run_1/met1.png
Scale bar: 50 um. Supply wires on this layer in grey.
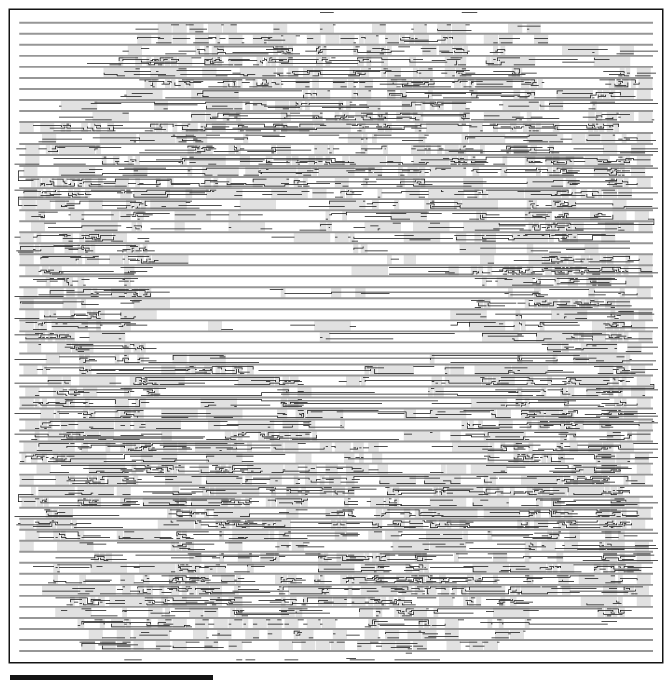
run_1/port_nets.png
Scale bar: 50 um.
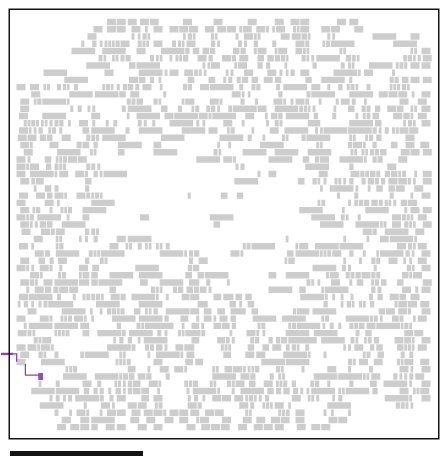
run_1/final_congestion.png
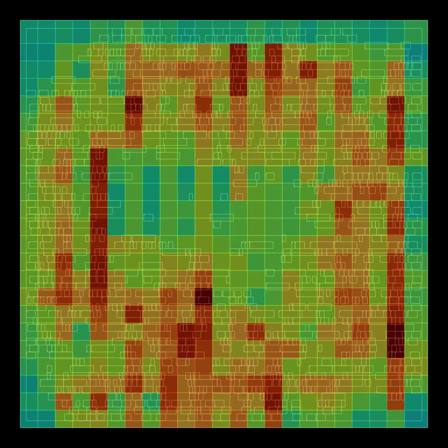
run_1/metal_stack.png
Two of the layers only.
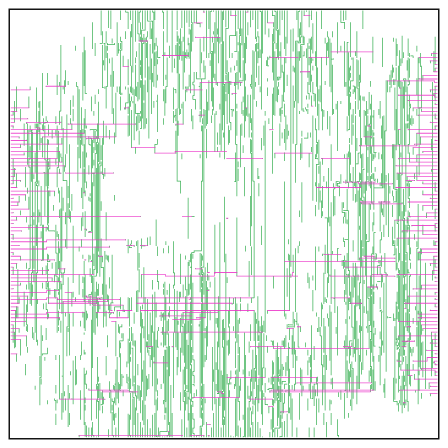
==> config.mk <==
export PLATFORM = sky130hd
export DESIGN_NAME = id_ex_operand_stage
export DESIGN_NICKNAME = d
export VERILOG_FILES = /design/src/rtl/id_ex_operand_stage_pkg.sv /design/src/rtl/id_ex_operand_stage_fwd_mux.sv /design/src/rtl/id_ex_operand_stage.sv
export SDC_FILE = /design/constraint.sdc
export NUM_CORES = 1
export LEC_CHECK = 0
export ABC_AREA = 1
export CORE_MARGIN = 2
export CORE_UTILIZATION = 30
export DETAILED_ROUTE_END_ITERATION = 7
export PLACE_DENSITY = 0.61
export REMOVE_ABC_BUFFERS = 1
export SYNTH_ARGS = -nofsm -noshare
export SYNTH_HDL_FRONTEND = slang
export SYNTH_SLANG_ARGS = --single-unit
==> constraint.sdc <==
create_clock -name clk_i -period 7.3 [get_ports clk_i]
set_input_delay 1.825 -clock clk_i [delete_from_list [all_inputs] [get_ports clk_i]]
set_output_delay 1.825 -clock clk_i [all_outputs]
set_load 0.02 [all_outputs]
==> impl_metrics.json, run 1 <==
{
  "outcome": "finished clean",
  "dp_cells": 1623,
  "wl_met1_um": 13380,
  "placed_area_sq_um": 10690,
  "dp_slack_ns": 0.4064,
  "rows": 57,
  "dp_hpwl_um": 20900,
  "syn_area_sq_um": 7387,
  "fin_crit_ns": 6.939,
  "seq_area_share_pct": 26.61,
  "drt_first_pass_iters": 5,
  "yosysWarnings": 0,
  "htreeDepth": 4,
  "warning_count": 25,
  "power_density_nw_per_um2": 186.5,
  "grt_overflow_total": 0,
  "max_stage_delay_ns": 0.78,
  "clock-root-buffer": "clkbuf_16",
  "antenna_cells": 0,
  "cp_top_family": "simple AND/OR/NAND/NOR gates",
  "critPathLaunchType": "primary input",
  "drt_iter0_drc": 529,
  "yosysTopAreaCell": "dfrtp_1",
  "lay_top_count": "nand2_1",
  "largest_class": "logic gates",
  "crit_path_max_fanout": 33,
  "arrival_ns": 5.11,
  "worst_pin_slew_ns": 0.9921,
  "nClkBuffers": 19,
  "setup_slack_ns": 0.3613,
  "logic_area_sq_um": 3886,
  "slowest_stage": "nand2_2",
  "yosys-stat-area_sq_um": 7387,
  "clk_share_pct": 5.298,
  "tns_ns": 0,
  "cp.required_ns": 5.48,
  "fin_cells": 1655,
  "max_freq_ghz": 0.1441,
  "regArea_sq_um": 3004,
  "netlist_instances": 1048,
  "ff2ff_path_depth": 3,
  "netlist_top_cells_area": "dfrtp_1, nand2_1, nand3_1",
  "hold_path_depth": 2,
  "p_clk_share_pct": 40.9,
  "fin_nets": 1518,
  "synthTopCellsByCount": "nand2_1, nand3_1, dfrtp_1",
  "rsz0062_at_grt": "false",
  "power_mw": 2.106,
  "seq-power_uw": 728,
  "antenna_found_initial": 1,
  "tap_cells": 324,
  "ir_drop_mv": 0.1191,
  "num-fill-cells": 2448,
  "clk-power_uw": 861,
  "path_depth": 8,
  "swShare_pct": 30.32,
  "aoi_share_pct": 3.150,
  "logic_gates": 806,
  "synth_cell_types": 24,
  "power-top-group": "the clock network",
  "finalSetupViolCount": 0,
  "report.final.hold_viol_count": 0,
  "logic_family": "simple AND/OR/NAND/NOR gates",
  "grt_max_degree": 72,
  "initial_core_util_pct": 30.46,
  "route.met2.wl_um": 14980,
  "flop_cell": "dfrtp_1",
  "gr-usage-met2_pct": 40.34,
  "top_area_share_pct": 40.65,
  "coreArea_sq_um": 24250,
  "inverters_excl_clock": 48
}
About met1.png:
- wire length on this layer: 13400 um
- share of all routed wire: 42%
- main direction: horizontal
- longest straight run: 76.4 um
- nets with wire on the layer: 1332
WL final: 31510 um
vias: 8261
GR Layer Usage met1: 30.44%

About port_nets.png:
- reg_write_i: purple (direction input; end cells 1; wire 14.1 um)
Port Buffer Count: 309
I/O pin total: 310

About final_congestion.png:
met3 Usage GRT: 5.501%
Layout Utilization: 46.56%
global route hottest layer: met2
DR WL/cell: 19.04 um
GRT Total Usage: 24.06%

About metal_stack.png:
- met3: magenta (wire length 2420 um)
- met2: green (wire length 15000 um)

run_1/registers.png
Scale bar: 50 um. Other sequential cells in the stronger grey, the rest of the logic in the fainter grey.
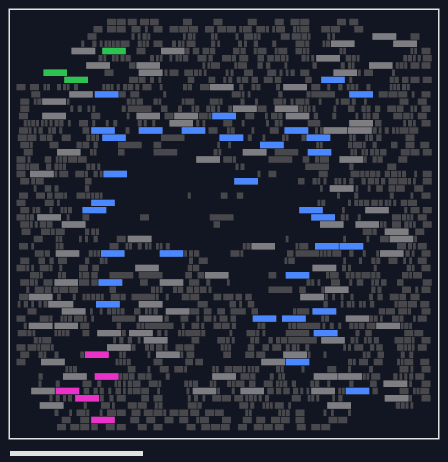

--- run 2 (diff from run 1) ---
--- a/config.mk
+++ b/config.mk
@@ -6,11 +6,12 @@
 export NUM_CORES = 1
 export LEC_CHECK = 0
 export ABC_AREA = 1
-export CORE_MARGIN = 2
+export CORE_MARGIN = 3
 export CORE_UTILIZATION = 30
 export DETAILED_ROUTE_END_ITERATION = 7
 export PLACE_DENSITY = 0.61
 export REMOVE_ABC_BUFFERS = 1
+export SETUP_SLACK_MARGIN = 0.3
 export SYNTH_ARGS = -nofsm -noshare
 export SYNTH_HDL_FRONTEND = slang
 export SYNTH_SLANG_ARGS = --single-unit
run_2/registers.png
Scale bar: 50 um. Other sequential cells in the stronger grey, the rest of the logic in the fainter grey.
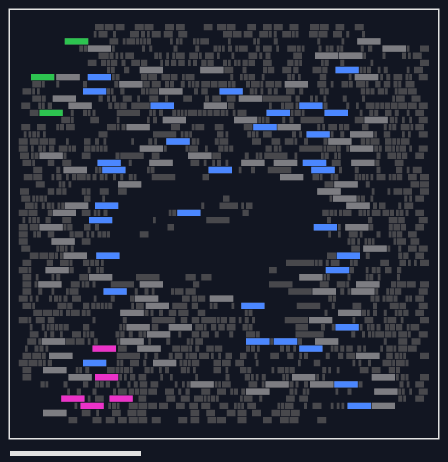
- alu_ctrl_o: green (sequential cells 3)
- rd_addr_o: magenta (sequential cells 5; where south-west)
- rs2_data_q: blue (sequential cells 32)
- not coloured: 80
fraction of area in registers: 26.57%
Storage cell area: 3003 sq um
Seq power: 723 uW

run_2/met1.png
Scale bar: 50 um. Supply wires on this layer in grey.
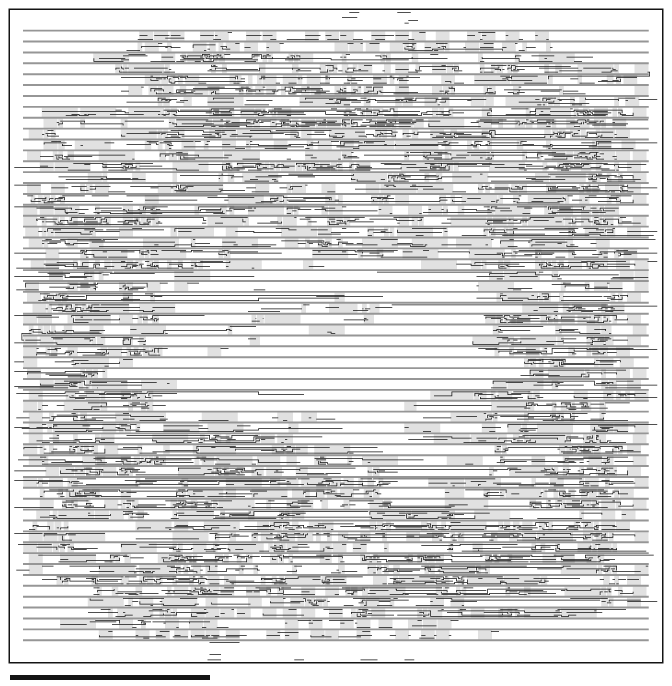
- share of all routed wire: 42%
- main direction: horizontal
WL final: 31400 um
vias: 8172

==> run 2 against run 1 <==
  * Non-clock buffer count decreased by 1
  * Die area is 2.5% higher
  * Global-route usage down 0.74 points
  * Sequential power shrank 0.7%
  * Worst setup slack improved by 0.31 ns
  * Clock skew stayed put
  * Fmax is 4.7% higher
  * Clock power barely moved
  * Final area is 0.11% higher
  * First-iteration DRC count increased by 17%
  * Combinational power rose by 0.8%
  * Routed wire length down 0.32%
==> impl_metrics.json, run 2 <==
{
  "met3_usage_pct": 5.493,
  "clk_share_pct": 5.292,
  "ff2ff_path_depth": 3,
  "arrival_ns": 4.80,
  "grt_overflow_total": 0,
  "synthTopCellsByCount": "nand2_1, nand3_1, dfrtp_1",
  "num-fill-cells": 2420,
  "slowest_stage": "nor2_4",
  "rsz0062_at_grt": "false",
  "nClkBuffers": 20,
  "wl_per_cell_um": 19.04,
  "drt_first_pass_iters": 5,
  "met1_usage_pct": 29.54,
  "p_clk_share_pct": 40.8,
  "aoi_share_pct": 3.150,
  "flop_cell": "dfrtp_1",
  "rows": 56,
  "power-top-group": "the clock network",
  "grt_usage_pct": 23.32,
  "wl_met1_um": 13230,
  "io_buffers": 309,
  "yosysWarnings": 0,
  "setup_slack_ns": 0.6748,
  "cp_top_family": "simple AND/OR/NAND/NOR gates",
  "antenna_cells": 0,
  "warning_count": 25,
  "gr-usage-met2_pct": 39.31,
  "inverters_excl_clock": 48,
  "swShare_pct": 29.19,
  "fin_cells": 1649,
  "htreeDepth": 4,
  "dp_cells": 1617,
  "hold_path_depth": 2,
  "top_area_share_pct": 40.65,
  "outcome": "finished clean",
  "power_mw": 2.104,
  "cp.required_ns": 5.48
}
No activity file was given, so power comes from the tool's default toggle rates.
